run_1/flops_by_reg.png
Scale: 6 px per µm. Other sequential cells in the stronger gray, the rest of the logic in the fainter gray.
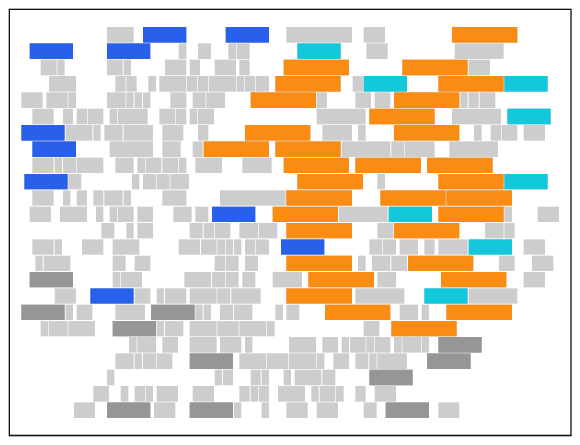
run_1/io_fan.png
Scale: 4 px per µm.
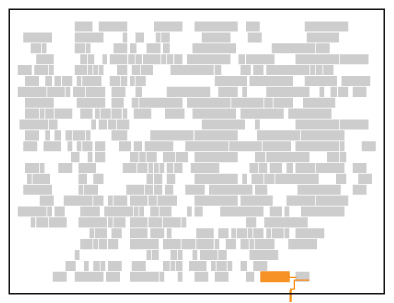
run_1/metal_density.png
Scale: 4 px per µm. The die is cut into 19 by 14 equal tiles; dark blue is low, red is high, scaled to the fullest tile. Values are wire area over tile area, all layers added.
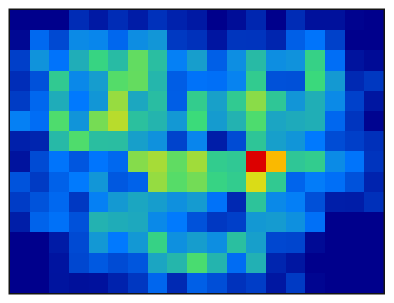
[src/rtl/fir_decim_buffer.sv]
// Block-averaging decimator for the 3-tap FIR output, followed by a small
// show-ahead FIFO drained through a valid/ready handshake.
module fir_decim_buffer #(
  parameter int LOG2_DECIM = 2,
  parameter int ADDR_W     = 2
) (
  input  logic              clk,
  input  logic              rst,
  input  logic [7:0]        din,
  input  logic              din_valid,
  output logic [7:0]        dout,
  output logic              dout_valid,
  input  logic              dout_ready,
  output logic [ADDR_W:0]   count,
  output logic              overflow,
  input  logic              ovf_clr
);

  localparam int AW    = 8 + LOG2_DECIM;
  localparam int DEPTH = 1 << ADDR_W;
  localparam logic [ADDR_W:0]       FULL_C      = {1'b1, {ADDR_W{1'b0}}};
  localparam logic [ADDR_W:0]       EMPTY_C     = {(ADDR_W+1){1'b0}};
  localparam logic [LOG2_DECIM-1:0] SCNT_LAST_C = {LOG2_DECIM{1'b1}};
  localparam logic [LOG2_DECIM-1:0] SCNT_ZERO_C = {LOG2_DECIM{1'b0}};

  logic [LOG2_DECIM-1:0] scnt_q, scnt_d;
  logic [AW-1:0]         acc_q, acc_d;
  logic [ADDR_W-1:0]     wr_ptr_q, wr_ptr_d;
  logic [ADDR_W-1:0]     rd_ptr_q, rd_ptr_d;
  logic [ADDR_W:0]       count_q, count_d;
  logic                  ovf_q, ovf_d;
  logic [7:0]            dout_q, dout_d;
  logic                  dvalid_q, dvalid_d;
  logic [7:0]            mem_q [DEPTH];

  logic [AW-1:0]         sum_s;
  logic [7:0]            res_s;
  logic [ADDR_W-1:0]     rd_next_s;
  logic                  block_end_s, empty_s, full_s, pop_s, push_s, drop_s;

  // Sum is full width so the block total can never wrap.
  assign sum_s       = acc_q + {{LOG2_DECIM{1'b0}}, din};
  assign res_s       = sum_s[AW-1:LOG2_DECIM];
  assign block_end_s = din_valid && (scnt_q == SCNT_LAST_C);
  assign empty_s     = (count_q == EMPTY_C);
  assign full_s      = (count_q == FULL_C);
  assign pop_s       = !empty_s && dout_ready;
  assign push_s      = block_end_s && (!full_s || pop_s);
  assign drop_s      = block_end_s && full_s && !pop_s;
  assign rd_next_s   = rd_ptr_q + ADDR_W'(1'b1);

  // Sample counter and accumulator next state.
  always_comb begin
    scnt_d = scnt_q;
    acc_d  = acc_q;
    if (din_valid) begin
      scnt_d = scnt_q + LOG2_DECIM'(1'b1);
      if (scnt_q == SCNT_ZERO_C) begin
        acc_d = {{LOG2_DECIM{1'b0}}, din};
      end else begin
        acc_d = sum_s;
      end
    end else begin
      scnt_d = scnt_q;
      acc_d  = acc_q;
    end
  end

  // FIFO pointers, occupancy, sticky overflow and registered head.
  always_comb begin
    wr_ptr_d = push_s ? (wr_ptr_q + ADDR_W'(1'b1)) : wr_ptr_q;
    rd_ptr_d = pop_s ? rd_next_s : rd_ptr_q;

    case ({push_s, pop_s})
      2'b10:   count_d = count_q + (ADDR_W+1)'(1'b1);
      2'b01:   count_d = count_q - (ADDR_W+1)'(1'b1);
      default: count_d = count_q;
    endcase

    if (drop_s) begin
      ovf_d = 1'b1;
    end else if (ovf_clr) begin
      ovf_d = 1'b0;
    end else begin
      ovf_d = ovf_q;
    end

    // A push into an empty FIFO, or into one whose only entry is leaving, becomes the head.
    dout_d = dout_q;
    if (push_s && (empty_s || (pop_s && count_q == (ADDR_W+1)'(1'b1)))) begin
      dout_d = res_s;
    end else if (pop_s && count_q != (ADDR_W+1)'(1'b1)) begin
      dout_d = mem_q[rd_next_s];
    end else begin
      dout_d = dout_q;
    end

    dvalid_d = (count_d != EMPTY_C);
  end

  // State registers with synchronous active-low reset.
  always_ff @(posedge clk) begin
    if (!rst) begin
      scnt_q   <= SCNT_ZERO_C;
      acc_q    <= {AW{1'b0}};
      wr_ptr_q <= {ADDR_W{1'b0}};
      rd_ptr_q <= {ADDR_W{1'b0}};
      count_q  <= EMPTY_C;
      ovf_q    <= 1'b0;
      dout_q   <= 8'd0;
      dvalid_q <= 1'b0;
    end else begin
      scnt_q   <= scnt_d;
      acc_q    <= acc_d;
      wr_ptr_q <= wr_ptr_d;
      rd_ptr_q <= rd_ptr_d;
      count_q  <= count_d;
      ovf_q    <= ovf_d;
      dout_q   <= dout_d;
      dvalid_q <= dvalid_d;
    end
  end

  // FIFO storage write port.
  always_ff @(posedge clk) begin
    if (rst && push_s) begin
      mem_q[wr_ptr_q] <= res_s;
    end
  end

  assign dout       = dout_q;
  assign dout_valid = dvalid_q;
  assign count      = count_q;
  assign overflow   = ovf_q;

endmodule
[config.mk]
export PLATFORM = sky130hd
export DESIGN_NAME = fir_decim_buffer
export DESIGN_NICKNAME = d
export VERILOG_FILES = /design/src/rtl/fir_decim_buffer.sv
export SDC_FILE = /design/constraint.sdc
export NUM_CORES = 1
export LEC_CHECK = 0
export CORE_ASPECT_RATIO = 0.75
export CORE_MARGIN = 1.5
export CORE_UTILIZATION = 50
export CTS_CLUSTER_SIZE = 12
export DETAILED_ROUTE_END_ITERATION = 10
export PLACE_DENSITY = 0.7
export SYNTH_ARGS = -nofsm -noshare
export SYNTH_HDL_FRONTEND = slang
export SYNTH_SLANG_ARGS = --single-unit
[constraint.sdc]
create_clock -name clk -period 2.9 [get_ports clk]
set_input_delay 0.29 -clock clk [delete_from_list [all_inputs] [get_ports clk]]
set_output_delay 0.29 -clock clk [all_outputs]
set_load 0.01 [all_outputs]
==> results_dict.tcl, run 1 <==
# collected from the flow reports
set metrics [dict create \
    ys_cells 276 \
    clockBufferDepth 2 \
    die_w_um 93.38 \
    comb_area_frac 0.3844 \
    r2r-end "dout_valid" \
    logic_family "AND-OR/OR-AND gates" \
    top_power_group "sequential cells" \
    crit_start "count[0]" \
    grt_pass1_vias 2018 \
    setup_viol 0 \
    cts_buffers 9 \
    hold_depth 2 \
    comb_power_mw 0.252 \
    final-max-slew-violation-count 0 \
    drt_iter0_drc 150 \
    top_cells_by_count "32 x edfxtp_1, 29 x dfxtp_1, 25 x nor2_1, 20 x ha_1, 20 x inv_1" \
    vdd_drop_max_v 0.0003641 \
    inverters 21 \
    use_met2 0.3003 \
    fmax_mhz 419.0 \
    final_common_cell "edfxtp_1" \
    clk_latency_ns 0.35 \
    drive_above_1_share 0.1093 \
    grt_max_degree 23 \
    setup_slack_ns 0.5136 \
    cp_data_required_time_ns 3.13 \
    synthToLayoutAreaGrowth_pct 18.59 \
    seqPwrFrac 0.468 \
    r2r_start "count[0]" \
    taps 78 \
    post_synth_xor_area_fraction 0.02574 \
    buffer_area_frac 0.08130 \
    edf_count 32 \
    netlist_area_um2 3063 \
    grt-busiest-layer "met2" \
    dp_cells 373 \
    postCtsSetupBuffers 0 \
    flops 61 \
    top_cell_area_share 0.3137 \
    wl_met1_mm 3.013 \
    holdCritStartpoint "overflow" \
    status "completed" \
    hold_buffers 0 \
    cpMaxStageDelayCell "a21boi_0" \
    holdPathEnd "overflow" \
    cp-end-kind "flop" \
    drc 0 \
    topRoutingLayerUsed "met4" \
    grt_overflow 0 \
    top_cells_by_area "edfxtp_1 31%, dfxtp_1 19%, ha_1 8.2%" \
    synthCells 276 \
    internal_power_mw 1.534 \
    ys_ff 61 \
    holdWs_ns 0.4865 \
    ys_types 52 \
    critPathLaunchType "flop" \
    htree_levels 3 \
    power.switching_mw 0.5136 \
    grt_pass1_wl_mm 10.05 \
    antenna_found_initial 0 \
    ys_sh_adder 0.08824 \
    p_comb_frac 0.123 \
    cts_resized 0 \
    firstDrtPassIters 4 \
    relSlewSlack 0.5961 \
    n_all_buffers 31 \
    layout_min_cycle_time_ns 2.386 \
    dp_slack_ns 0.3931 \
    antenna_cells 0 \
    swShare 0.2508 \
    total_power_mw 2.048 \
    cts_tree "built" \
    hold_violations 0 \
    cp-endpoint "dout_valid" \
    largest_area_cell "edfxtp_1" \
    muxShareOfSynthArea 0.07190 \
    via_per_inst 5.470 \
    cp.buffers_inverters 2 \
    p_leak_nw 1.359 \
    clkCellAreaFrac 0.06132 \
    cap_violations 0 \
    ys_seq_share 0.5033 \
    cts_root_buffer "clkbuf_8" \
    wl_met3_um 368 \
    powerDensity_nw_per_um2 563.8 \
    setup_tns_ns 0 \
    worstPathMaxFanout 7 \
    fin_skew_ns 0.01294 \
    dp_hpwl_mm 4.327 \
    cts.sinks 61 \
    path_cells "inv_1, ha_1, a21boi_0, inv_1, ha_1, mux2i_1, a21oi_1, nor2_1, a311o_1, nand2b_1" \
    finalNonFillerCells 389 \
    worst_pin_slew_ns 0.6004 \
    worstSetupPathType "flop to flop" \
    min_path_type "flop to flop" \
    largest_register_ffs 32 \
    yosys_warnings 0 \
    final-comb-area_um2 1396 \
    grt_setup_unrepaired "false" \
    place_congestion 0.8607 \
    ys_area_um2 3063 \
    cp_num_cells 10 \
    ys_sh_aoi 0.1434 \
    fillerInstances 481 \
    largest_cell_class "flip-flops and latches" \
    syn-num-nets 310 \
    mostFrequentLayoutCells "32 x edfxtp_1, 29 x dfxtp_1, 25 x nor2_1, 25 x clkdlybuf4s50_1" \
    cpPeakStageDelay_ns 0.50 \
    ant_nets 0 \
    met1_usage 0.2852 \
    final_area_um2 3632 \
    tool_warnings 34 \
]
Back to the opening pictures, flops_by_reg.png:
legend:
  orange:
    name_in_the_netlist: mem_q
    flops: 32
  cyan:
    name_in_the_netlist: dout
    flops: 8
  blue:
    name_in_the_netlist: acc_q
    flops: 10
not colored: 11
register area: 1541 µm²
sequential cell area share: 0.4244
fin util: 0.6203
P_seq: 0.959 mW

Back to the opening pictures, io_fan.png:
legend:
  orange:
    port: dout_valid
    bits: 1
    direction: output
    edge: south
    end_cells: 1
    wire: 10.0 µm
PortBufs: 25
I/O pin cnt: 26

Back to the opening pictures, metal_density.png:
tiles over half the peak: 7.9%
nearly empty tiles: 12%
fullest tile: 0.61
final wirelength: 6.110 mm
total global routing track utilization: 0.2066
routed length per instance: 15.71 µm
detailed-route via count: 2128

run_1/wires.png
Scale: 4 px per µm. Two of the layers only.
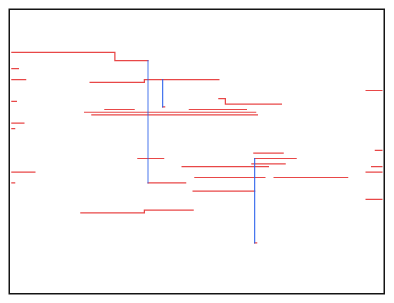

==> run 1 -> run 2 <==
clock period = 2.2 ns   (was 2.9 ns; I/O delays follow)
run_2/wires.png
Scale: 4 px per µm. Two of the layers only.
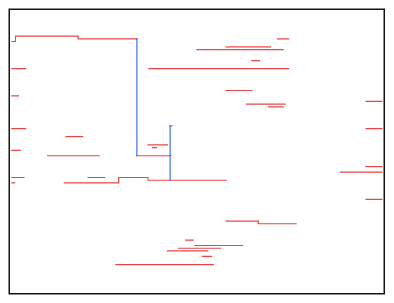
legend:
  red:
    layer: metal 3
    wire_length: 323 µm
  blue:
    layer: metal 4
    wire_length: 42.8 µm
detailed-route via count: 2273
routed length per instance: 15.48 µm
total global routing track utilization: 0.2184

run_2/io_fan.png
Scale: 4 px per µm.
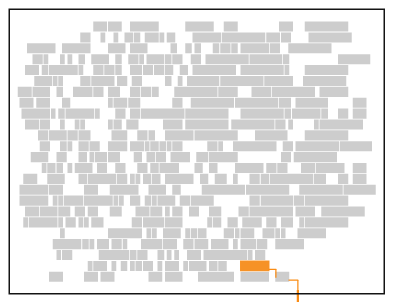
legend:
  orange:
    port: dout_valid
    bits: 1
    direction: output
    edge: south
    end_cells: 1
    wire: 9.10 µm

==> run 2 against run 1 <==
Net effect:
- cell count rose by 7.5%
- synthesized cell count did not move
- maximum frequency is 14% higher
- clock skew about the same
- sequential cell count is the same
- synthesized area unchanged
- wire length is 5.9% higher
- critical endpoint unchanged
==> results_dict.tcl, run 2 <==
# collected from the flow reports
set metrics [dict create \
    port_buffers 25 \
    top_cell_area_share 0.3137 \
    synthCells 276 \
    powerDensity_nw_per_um2 709.0 \
    p_leak_nw 1.509 \
    routed_wl_mm 6.472 \
    n_all_buffers 60 \
    hold_buffers 0 \
    setup_tns_ns 0 \
    synth-main-ff-cell "edfxtp_1" \
    utilization 0.6660 \
    cts.sinks 61 \
    top_cells_by_area "edfxtp_1 31%, dfxtp_1 19%, ha_1 8.2%" \
    cts_root_buffer "clkbuf_8" \
    core-area_um2 5856 \
    drt_iter0_drc 159 \
    internal_power_mw 2.076 \
    htree_levels 3 \
    grt_setup_unrepaired "true" \
    finalNonFillerCells 418 \
    taps 78 \
    drive_above_1_share 0.2265 \
    status "completed" \
    cp-endpoint "dout_valid" \
    place_congestion 0.9123 \
    setup_slack_ns 0.1014 \
    yosys_warnings 0 \
    async_flop_share 0 \
    via_per_inst 5.438 \
    swShare 0.2492 \
    use_met2 0.3293 \
    comb_power_mw 0.405 \
    cts_buffers 9 \
    cap_violations 0 \
    grt_max_degree 23 \
    vdd_drop_max_v 0.0004755 \
    cts_resized 0 \
    power.switching_mw 0.6892 \
    seqPwrFrac 0.457 \
    largest_register_ffs 32 \
    netlist_area_um2 3063 \
    ys_types 52 \
    r2r-end "dout_valid" \
    ys_cells 276 \
    layout_min_cycle_time_ns 2.099 \
    grt_pass1_wl_mm 10.76 \
    fin_skew_ns 0.01306 \
    ys_sh_adder 0.08824 \
    buffer_area_frac 0.1315 \
    synthToLayoutAreaGrowth_pct 27.33 \
    worst_pin_slew_ns 0.5308 \
    rrSetupSlack_ns 0.10 \
    regMostFlops "mem_q" \
    largest_area_cell "edfxtp_1" \
    dpl_cell_area_um2 3647 \
    hold_violations 0 \
    antenna_cells 0 \
    antenna_found_initial 0 \
    hold_depth 2 \
    fin_nets 369 \
    io_pins 26 \
    cp.buffers_inverters 3 \
    crit_start "count[0]" \
    dp_cells 402 \
    topRoutingLayerUsed "met4" \
    p_seq_mw 1.26 \
    synth_top_cell_by_count "edfxtp_1" \
    cp_num_cells 12 \
    min_path_type "flop to flop" \
    mostFrequentLayoutCells "35 x buf_4, 32 x edfxtp_1, 27 x dfxtp_1" \
    firstDrtPassIters 4 \
    final_common_cell "buf_4" \
    critPathLaunchType "flop" \
    clockBufferDepth 2 \
    clk_pin_slew_ns 0.07 \
    r2r_start "count[0]" \
    post_synth_xor_area_fraction 0.02574 \
    final_area_um2 3900 \
    fillerInstances 466 \
    fmax_mhz 476.5 \
    flops 61 \
    cpPeakStageDelay_ns 0.38 \
    holdCritStartpoint "overflow" \
    ys_ff 61 \
    worstPathMaxFanout 7 \
    met1_usage 0.3109 \
    logic_family "AND-OR/OR-AND gates" \
    cp_data_required_time_ns 2.48 \
    worstSetupPathType "flop to flop" \
    die_w_um 93.38 \
    p_comb_frac 0.146 \
    cpMaxStageDelayCell "dfxtp_4" \
    final-comb-area_um2 1440 \
    crit_top_cell "inv_1" \
    grt-busiest-layer "met2" \
    ys_seq_share 0.5033 \
    reg2reg_depth 12 \
    sh_seq_area 0.3965 \
    wl_met1_mm 3.166 \
    inverters 21 \
    top_power_group "sequential cells" \
    postCtsSetupBuffers 0 \
    clk_latency_ns 0.34 \
    period_used_share 0.9539 \
    tool_warnings 35 \
    chip_area_um2 6609 \
    dp_slack_ns -0.2588 \
    ys_sh_aoi 0.1434 \
    wl_met3_um 323 \
    path_cells "inv_4, ha_4, inv_1, or3_4, nor2b_2, inv_1, ha_2, mux2i_1, a21oi_1, nor2_1, a311o_1, nand2b_1" \
    syn-num-nets 310 \
    muxShareOfSynthArea 0.07190 \
    drc 0 \
    final-max-slew-violation-count 0 \
    top_cells_by_count "32 x edfxtp_1, 29 x dfxtp_1, 25 x nor2_1, 20 x ha_1, 20 x inv_1" \
    die_y_um 70.78 \
    edf_count 32 \
    clkCellAreaFrac 0.05679 \
    largest_cell_class "flip-flops and latches" \
    relSlewSlack 0.6457 \
    cts_tree "built" \
    cp-end-kind "flop" \
    holdWs_ns 0.4938 \
    setup_viol 0 \
    total_power_mw 2.765 \
    ant_nets 0 \
    grt_pass1_vias 2215 \
    ys_area_um2 3063 \
    holdPathEnd "overflow" \
    seqCellArea_um2 1546 \
    grt_overflow 0 \
    dp_hpwl_mm 4.713 \
    comb_area_frac 0.3693 \
]
run_2/flops_by_reg.png
Scale: 6 px per µm. Other sequential cells in the stronger gray, the rest of the logic in the fainter gray.
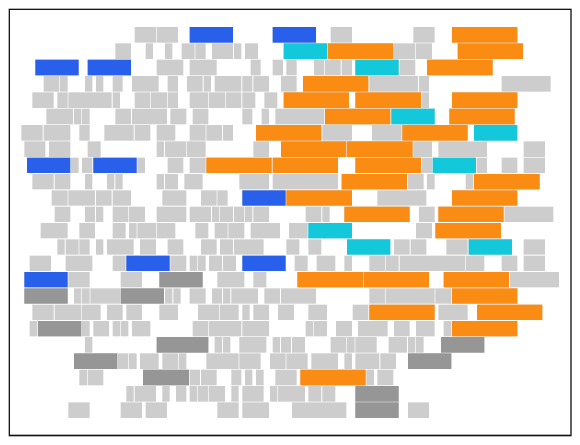

==> run 2 -> run 3 <==
CORE_ASPECT_RATIO = unset   (was 0.75)
CORE_UTILIZATION = 57   (was 50)
PLACE_DENSITY = 0.79   (was 0.7)
REMOVE_ABC_BUFFERS = 1   (was unset)
run_3/flops_by_reg.png
Scale: 8 px per µm. Other sequential cells in the stronger gray, the rest of the logic in the fainter gray.
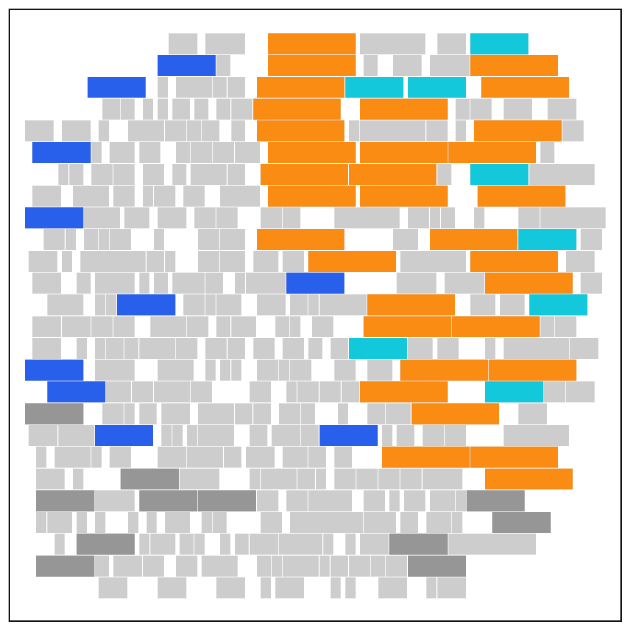
legend:
  cyan:
    name_in_the_netlist: dout
    flops: 8
  orange:
    name_in_the_netlist: mem_q
    flops: 32
  blue:
    name_in_the_netlist: acc_q
    flops: 10
sequential cell area share: 0.3967
P_seq: 1.26 mW

run_3/metal_density.png
Scale: 4 px per µm. The die is cut into 15 by 15 equal tiles; dark blue is low, red is high, scaled to the fullest tile. Values are wire area over tile area, all layers added.
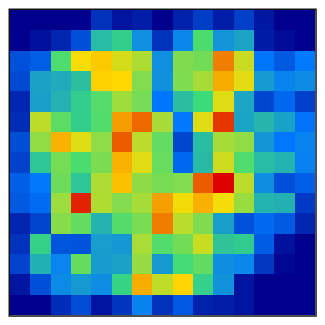
mean over tiles: 0.18
emptiest ninth of the die: south-east
fullest tile: 0.47
final wirelength: 6.519 mm
routed length per instance: 15.75 µm

==> run 3 against run 2 <==
Net effect:
- sequential power about the same
- non-clock buffer count is 4 higher
- via count up 3.5%
- wire length rose by 0.73%
==> results_dict.tcl, run 3 <==
# collected from the flow reports
set metrics [dict create \
    status "completed" \
    grt_pass1_wl_mm 10.75 \
    place_congestion 0.8424 \
    async_flop_share 0 \
    r2r-end "dout_valid" \
    buffer_area_frac 0.1397 \
    seqCellArea_um2 1541 \
    worst_pin_slew_ns 0.5110 \
    drive_above_1_share 0.2209 \
    period_used_share 0.9437 \
    dpl_cell_area_um2 3640 \
    total_power_mw 2.657 \
    use_met2 0.4036 \
    top_cell_area_share 0.3137 \
    worstSetupPathType "flop to flop" \
    setup_slack_ns 0.1240 \
    comb_area_frac 0.3696 \
    swShare 0.2592 \
    synthCells 276 \
    post_synth_xor_area_fraction 0.02574 \
    p_leak_nw 1.529 \
    port_buffers 25 \
    cpMaxStageDelayCell "or3_4" \
    top_cells_by_count "32 x edfxtp_1, 29 x dfxtp_1, 25 x nor2_1, 20 x ha_1, 20 x inv_1" \
    tool_warnings 33 \
    wl_met3_um 323 \
    inverters 21 \
    dp_slack_ns -0.2601 \
    cp_data_required_time_ns 2.44 \
    cts_root_buffer "clkbuf_8" \
    yosys_warnings 0 \
    clockBufferDepth 2 \
    setup_viol 0 \
    largest_register_ffs 32 \
    hold_violations 0 \
    cpPeakStageDelay_ns 0.39 \
    fmax_mhz 481.7 \
    drt_iter0_drc 108 \
    ys_area_um2 3063 \
    cts_tree "built" \
    clk_latency_ns 0.34 \
    top_cells_by_area "edfxtp_1 31%, dfxtp_1 19%, ha_1 8.2%" \
    power.switching_mw 0.6888 \
    flops 61 \
    largest_cell_class "flip-flops and latches" \
    final-comb-area_um2 1436 \
    path_cells "inv_1, ha_2, inv_1, or3_4, nor2b_4, ha_2, mux2i_1, a21oi_1, nor2_1, a311o_1, nand2b_1" \
    ys_sh_adder 0.08824 \
    antenna_cells 0 \
    fin_skew_ns 0.005982 \
    die_y_um 76.31 \
    synth_top_cell_by_count "edfxtp_1" \
    vias 2352 \
    ys_types 52 \
    ys_sh_aoi 0.1434 \
    layout_min_cycle_time_ns 2.076 \
    reg2reg_depth 11 \
    cp.buffers_inverters 2 \
    synth-main-ff-cell "edfxtp_1" \
    dp_cells 397 \
    clkCellAreaFrac 0.05119 \
    comb_power_mw 0.410 \
    netlist_area_um2 3063 \
    worstPathMaxFanout 4 \
    cap_violations 0 \
    vdd_drop_max_v 0.0004551 \
    critPathLaunchType "flop" \
    postCtsSetupBuffers 0 \
    crit_start "count[1]" \
    ys_seq_share 0.5033 \
    n_all_buffers 64 \
    dp_hpwl_mm 4.752 \
    ys_ff 61 \
    r2r_start "count[1]" \
    final_common_cell "buf_4" \
    io_pins 26 \
    final-max-slew-violation-count 0 \
]
Power is estimated from default activity; no workload was simulated.
